==> config.mk <==
export PLATFORM = sky130hd
export DESIGN_NAME = wb_ctrl
export DESIGN_NICKNAME = d
export VERILOG_FILES = /design/src/rtl/rf_pkg.sv /design/src/rtl/wb_fifo.sv /design/src/rtl/wb_ctrl.sv
export SDC_FILE = /design/constraint.sdc
export NUM_CORES = 1
export LEC_CHECK = 0
export ABC_AREA = 1
export CAP_MARGIN = 20
export CORE_MARGIN = 2
export CORE_UTILIZATION = 40
export DETAILED_ROUTE_END_ITERATION = 8
export PLACE_DENSITY_LB_ADDON = 0.15
export REMOVE_ABC_BUFFERS = 1
export SYNTH_ARGS = -nofsm -noshare
export SYNTH_HDL_FRONTEND = slang
export SYNTH_SLANG_ARGS = --single-unit
==> constraint.sdc <==
create_clock -name clk -period 3.93 [get_ports clk]
set_input_delay 0.786 -clock clk [delete_from_list [all_inputs] [get_ports clk]]
set_output_delay 0.786 -clock clk [all_outputs]
set_load 0.01 [all_outputs]
==> src/rtl/rf_pkg.sv <==
// Shared register-file constants.
// Used by the register, the register file and the write-back controller so
// that all of them agree on the architectural register count, the index
// width and the data width. LQ_DEPTH is the default load-queue depth of the
// write-back controller.
package rf_pkg;
  localparam int NREG     = 8;
  localparam int ADDR_W   = 3;
  localparam int DATA_W   = 16;
  localparam int LQ_DEPTH = 2;
endpackage

==> src/rtl/wb_fifo.sv <==
// Synchronous FIFO holding returned-load entries {rd, data}.
// Ports:
//   clk, rst  : clock, synchronous active-high reset (empties the FIFO)
//   push      : write wdata this cycle (ignored when full)
//   pop       : drop the head entry this cycle (ignored when empty)
//   wdata     : entry to enqueue
//   full      : count == DEPTH
//   empty     : count == 0
//   count     : registered occupancy
//   head      : oldest entry (valid when !empty)
module wb_fifo #(
  parameter int WIDTH = 19,
  parameter int DEPTH = 2,
  localparam int CNT_W = $clog2(DEPTH + 1),
  localparam int PTR_W = (DEPTH > 1) ? $clog2(DEPTH) : 1
) (
  input  logic             clk,
  input  logic             rst,
  input  logic             push,
  input  logic             pop,
  input  logic [WIDTH-1:0] wdata,
  output logic             full,
  output logic             empty,
  output logic [CNT_W-1:0] count,
  output logic [WIDTH-1:0] head
);

  logic [WIDTH-1:0] mem [DEPTH];
  logic [PTR_W-1:0] wr_ptr;
  logic [PTR_W-1:0] rd_ptr;
  logic             do_push;
  logic             do_pop;

  function automatic logic [PTR_W-1:0] ptr_inc(input logic [PTR_W-1:0] p);
    ptr_inc = (p == PTR_W'(DEPTH - 1)) ? '0 : p + 1'b1;
  endfunction

  assign full    = (count == CNT_W'(DEPTH));
  assign empty   = (count == '0);
  assign do_push = push && !full;
  assign do_pop  = pop && !empty;
  assign head    = mem[rd_ptr];

  always_ff @(posedge clk) begin
    if (rst) begin
      wr_ptr <= '0;
      rd_ptr <= '0;
      count  <= '0;
    end else begin
      if (do_push) wr_ptr <= ptr_inc(wr_ptr);
      if (do_pop)  rd_ptr <= ptr_inc(rd_ptr);
      case ({do_push, do_pop})
        2'b10:   count <= count + 1'b1;
        2'b01:   count <= count - 1'b1;
        default: count <= count;
      endcase
    end
  end

  // Storage needs no reset: entries are only read after being written.
  always_ff @(posedge clk) begin
    if (do_push) mem[wr_ptr] <= wdata;
  end

endmodule

==> src/rtl/wb_ctrl.sv <==
// Write-back controller in front of the register file.
// Merges single-cycle ALU results with variable-latency load results into at
// most one register write per cycle, and tracks outstanding loads per
// register so decode can stall on hazards.
// Ports:
//   clk, rst              : clock, synchronous active-high reset
//   alu_valid/rd/data     : ALU result; alu_stall (comb) refuses it when
//                           the destination has an outstanding load
//   issue_valid/issue_rd  : load issued to memory; marks rd busy
//   ld_valid/rd/data      : returned load beat; ld_ready accepts it
//   busy                  : per-register outstanding-load flags (registered)
//   we                    : one-hot register write enables (registered)
//   din                   : shared register write data (registered)
// Handshake: a load beat transfers on a rising edge where ld_valid and
// ld_ready are both high; ld_ready depends only on registered occupancy and
// rst, never on ld_valid. The ALU side has no ready: alu_stall high means the
// presented result was not taken and must be held.
module wb_ctrl
  import rf_pkg::*;
#(
  parameter int NREG     = rf_pkg::NREG,
  parameter int ADDR_W   = rf_pkg::ADDR_W,
  parameter int DATA_W   = rf_pkg::DATA_W,
  parameter int LQ_DEPTH = rf_pkg::LQ_DEPTH
) (
  input  logic              clk,
  input  logic              rst,
  input  logic              alu_valid,
  input  logic [ADDR_W-1:0] alu_rd,
  input  logic [DATA_W-1:0] alu_data,
  output logic              alu_stall,
  input  logic              issue_valid,
  input  logic [ADDR_W-1:0] issue_rd,
  input  logic              ld_valid,
  input  logic [ADDR_W-1:0] ld_rd,
  input  logic [DATA_W-1:0] ld_data,
  output logic              ld_ready,
  output logic [NREG-1:0]   busy,
  output logic [NREG-1:0]   we,
  output logic [DATA_W-1:0] din
);

  localparam int ENT_W = ADDR_W + DATA_W;
  localparam int CNT_W = $clog2(LQ_DEPTH + 1);

  logic              alu_acc;
  logic              lq_push;
  logic              lq_pop;
  logic              lq_full;
  logic              lq_empty;
  logic [CNT_W-1:0]  lq_count;
  logic [ENT_W-1:0]  lq_head;
  logic [ADDR_W-1:0] head_rd;
  logic [DATA_W-1:0] head_data;
  logic [NREG-1:0]   set_vec;
  logic [NREG-1:0]   clr_vec;

  function automatic logic [NREG-1:0] dec(input logic [ADDR_W-1:0] idx);
    dec      = '0;
    dec[idx] = 1'b1;
  endfunction

  assign alu_stall = alu_valid && busy[alu_rd];
  assign alu_acc   = alu_valid && !alu_stall;

  // A full queue refuses data even in a cycle where it dequeues, which keeps
  // ld_ready a pure function of registered state.
  assign ld_ready  = !rst && (lq_count < CNT_W'(LQ_DEPTH));
  assign lq_push   = ld_valid && ld_ready;
  // ALU writes have absolute priority; the queue drains only in gaps.
  assign lq_pop    = !rst && !alu_acc && !lq_empty;

  assign head_rd   = lq_head[ENT_W-1 -: ADDR_W];
  assign head_data = lq_head[DATA_W-1:0];

  wb_fifo #(
    .WIDTH (ENT_W),
    .DEPTH (LQ_DEPTH)
  ) u_lq (
    .clk   (clk),
    .rst   (rst),
    .push  (lq_push),
    .pop   (lq_pop),
    .wdata ({ld_rd, ld_data}),
    .full  (lq_full),
    .empty (lq_empty),
    .count (lq_count),
    .head  (lq_head)
  );

  // A load commit clears busy on the same edge that registers its we; a new
  // issue to the same register in that cycle wins.
  always_comb begin
    set_vec = '0;
    clr_vec = '0;
    if (issue_valid) set_vec = dec(issue_rd);
    if (lq_pop)      clr_vec = dec(head_rd);
  end

  always_ff @(posedge clk) begin
    if (rst) begin
      we   <= '0;
      din  <= '0;
      busy <= '0;
    end else begin
      busy <= (busy & ~clr_vec) | set_vec;
      if (alu_acc) begin
        we  <= dec(alu_rd);
        din <= alu_data;
      end else if (lq_pop) begin
        we  <= dec(head_rd);
        din <= head_data;
      end else begin
        we  <= '0;
      end
    end
  end

  // Illegal stimulus: re-issuing to a register whose load is still pending
  // (except in the cycle that load commits), a load returning to a register
  // with nothing outstanding, and pushing into a full queue.
  always_ff @(posedge clk) begin
    if (!rst) begin
      if (issue_valid) assert (!busy[issue_rd] || clr_vec[issue_rd]);
      if (lq_push)     assert (busy[ld_rd]);
      if (lq_push)     assert (!lq_full);
    end
  end

endmodule

==> CHANGELOG.md <==
### Implementation results

* Pre-Repair DR Iteration Count at 4
* Synthesized area at 3257 um2
* Global route overflow at 0
* Worst IR Drop VDD at roughly 0.00023 V
* Max Cap Viol at 0
* Max Freq at 298.9 MHz
* Number of cell rows at 32
* Final Hold Viols at 0
* IO buf count at between 70 and 80
* Period Utilization, post-route at 85.12%
* Setup Viol. Count Final at 0
* Routed len/inst at ~14 um
* Post_cts resized at 0
* # Cells Yosys at about 350
* Fin util at between 50% and 60%
* Async S/R FF share, synth at 0%
* Crit path max fanout at 5
* # IOs at approximately 80
* Setup TNS at 0 ps
* Post-synth EDFFs at 38
* Die area at a little under 9000 um2
* Post-Syn Instances at between 300 and 400
* H-tree depth at 3
* RSZ-0062 raised after global routing: no
* Register area share after synthesis at just under 60%
* Tool Warnings at 25
* Critical path type: input port to output pin
* Core Density at Floorplan at roughly two fifths
* Run status: complete, no violations
* WP data required at around 3100 ps
* Gpl congestion at slightly above 0.8
* Final #Nets at 476
* Critical Path AT at ~2600 ps
* Worst-Margin Slew at about 870 ps
* Area Growth Syn to Fin at 32.81%
* First-pass GRT wire length at 11620 um
* Cell Type Count at 25
* Static Leak at 1.710 nW
* CTS tree: yes
* Chip Area, Yosys at about 3300 um2
* Deepest clock path buffer count at 2
* Vias in the first global route at between 2000 and 2500
* Core Box Area at between 7000 and 8000 um2
* Rel. slew slack at between 40% and 50%
* Register area at between 1500 and 2000 um2
* Post-CTS Setup Repair Bufs at 0
* Yosys reg bits at about 75
* CTS Hold Bufs at 0
* Most common logic cell in the routed design: clkdlybuf4s50_1
* DP HPWL at roughly 5200 um
* Die Span X at around 94 um
* Comb. cell area at 1175 um2
* PD cells at ~410 nW/um2
* Clk Tree Root Cell: clkbuf_8
* DRT antenna net count at 0
* Filler Cells Inserted at roughly 700
* Setup ws final at between 500 and 600 ps
* Chip Height at ~94 um
* Internal power at between 0.001 and 0.0015 W
* Final worst path period need at ~3300 ps
* Number of synthesis warnings at 0
* Slew Limit Fails at 0
* Mean Syn Cell Area at between 9 and 10 um2
* Top Layout Cells: clkdlybuf4s50_1, nand2_1, nor2_1
## stage by stage
| step | instances | power [W] | hold slack, ps | cell area (um2) |
|---|---|---|---|---|
| 3_3_place_gp | 520 | 0.001218 | 480.3 | 4124 |
| 4_1_cts | 536 | 0.001810 | 505.3 | 4325 |
| 6_report | 536 | 0.001790 | 500.4 | 4325 |
| 3_5_place_dp | 520 | 0.001220 | 487.6 | 4124 |
| 5_1_grt | 536 | 0.001883 | 529.4 | 4325 |
| 2_1_floorplan | 334 | 0.001063 | 489.6 | 3168 |
## synth_stat cells (6+ instances only)
cell      instances  area (um2)
nor2_2            7       43.79
nor2_1           50       187.7
clkbuf_1          6       22.52
nand4_1          20       125.1
mux2_2           16       180.2
edfxtp_1         38        1141
a21oi_1          20       100.1
nand2_1          69       259.0
inv_1            26       97.59
o21ai_0          20       100.1
nand3_1          16       80.08
dfxtp_1          37       740.7
## cell type report
type                       instances  share of cell area [%]
clock buffer                       9                   2.864
clock inverter                     7                   1.793
inverter                          29                   2.574
multi-input combinational        230                   27.16
sequential                        75                   43.51
tap                              102                   2.951
timing repair buffer              84                   19.15
## sequential cells by signal, indices dropped and copies added (netlist names), named ones only
signal	flops
busy	8
din	16
u_lq.count	2
u_lq.mem	38
u_lq.rd_ptr	1
u_lq.wr_ptr	1
we	8
## worst paths after layout
check / start / endpoint / slack [ps] / cells past startpoint
max: alu_rd[2] / alu_stall / 580 / 8
min: busy[6]$_SDFF_PP0_ / busy[6]$_SDFF_PP0_ / 500 / 2
max reg2reg: register / busy[7]$_SDFF_PP0_ / 1960 / 7
min reg2reg: busy[6]$_SDFF_PP0_ / busy[6]$_SDFF_PP0_ / 500 / 2
## per-layer routing
metal	up-vias	track usage [%]	wire length, um
met5	-	0	0
met4	0	7.126	105
met3	8	3.291	497
met2	93	25.83	3265
met1	1213	24.19	3448
li1	1337	-	-
## worst max-delay path, stage by stage
cell	delay, ps
clkdlybuf4s50_1	590
inv_2	90
nor2_2	160
nand2_1	90
nor2_2	90
nor2_2	60
a21oi_1	140
clkdlybuf4s50_1	550
## kinds of logic after synthesis
logic type | synth area share [%]
compound gates | 6.877
xor+xnor | 0.2690
fa+ha+maj | 0.3841
buf+inv | 6.147
flops | 57.78
mux | 5.532
simple gates | 23.01
## power groups by stage
| stage | combinational, W | sequential (W) | clock [W] |
|---|---|---|---|
| finish | 0.000304 | 0.000900 | 0.000586 |
| global route | 0.000335 | 0.000906 | 0.000641 |
| CTS | 0.000305 | 0.000900 | 0.000605 |
| detailed placement | 0.000302 | 0.000918 | 0 |
| global placement | 0.000300 | 0.000917 | 0 |
| floorplan | 0.000140 | 0.000923 | 0 |
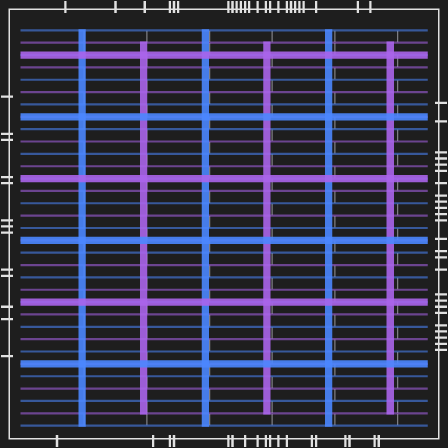
(images/power_grid.png)
Pins as bars on the die edge. Tap cells in grey.
[purple] VDD
[blue] VSS
tap cells: 102
rows: 32
met5 straps: 6
met4 straps: 6

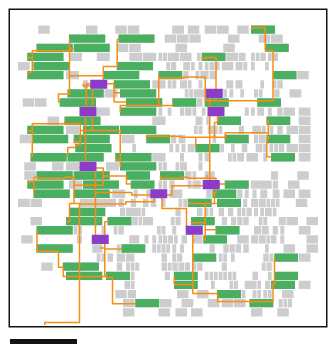
(images/clk_routes.png)
Bar = 20 um.
[green] flip-flops | count: 75
[purple] clock drivers | count: 9
[orange] clock wires | length: 836 um
routed clock nets: 10
Clk pwr share: 32.8%
clk_skew: 12.68 ps
P_clk: 0.000586 W
Worst-Skew Late Latency: 340 ps

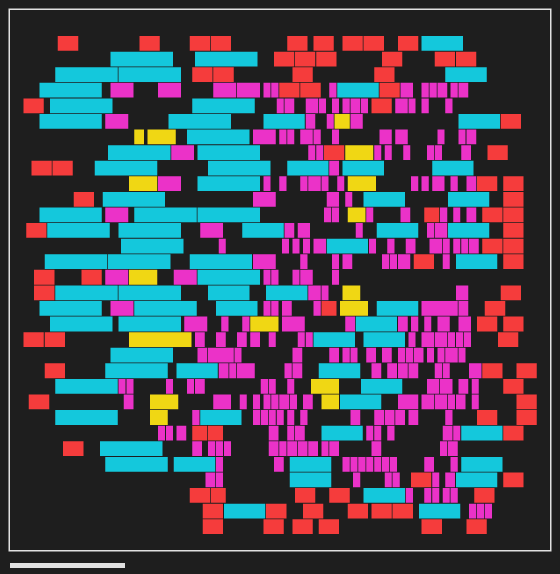
(images/placement_by_type.png)
Bar = 20 um.
[cyan] flops | cells: 75
[yellow] clock drivers and dummy loads | cells: 16
[red] other buffers and delay cells | cells: 84
[magenta] combinational and other logic | cells: 259

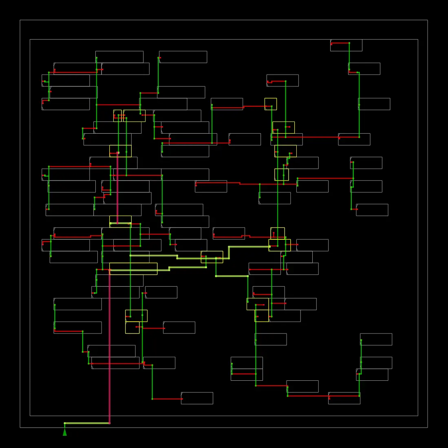
(images/clocks.png)
clock buffer count: 9
flop count: 75
CTS buffer count: 9
clock sink count: 75

Power figures rest on the tool's default switching activity, not on a simulated workload.
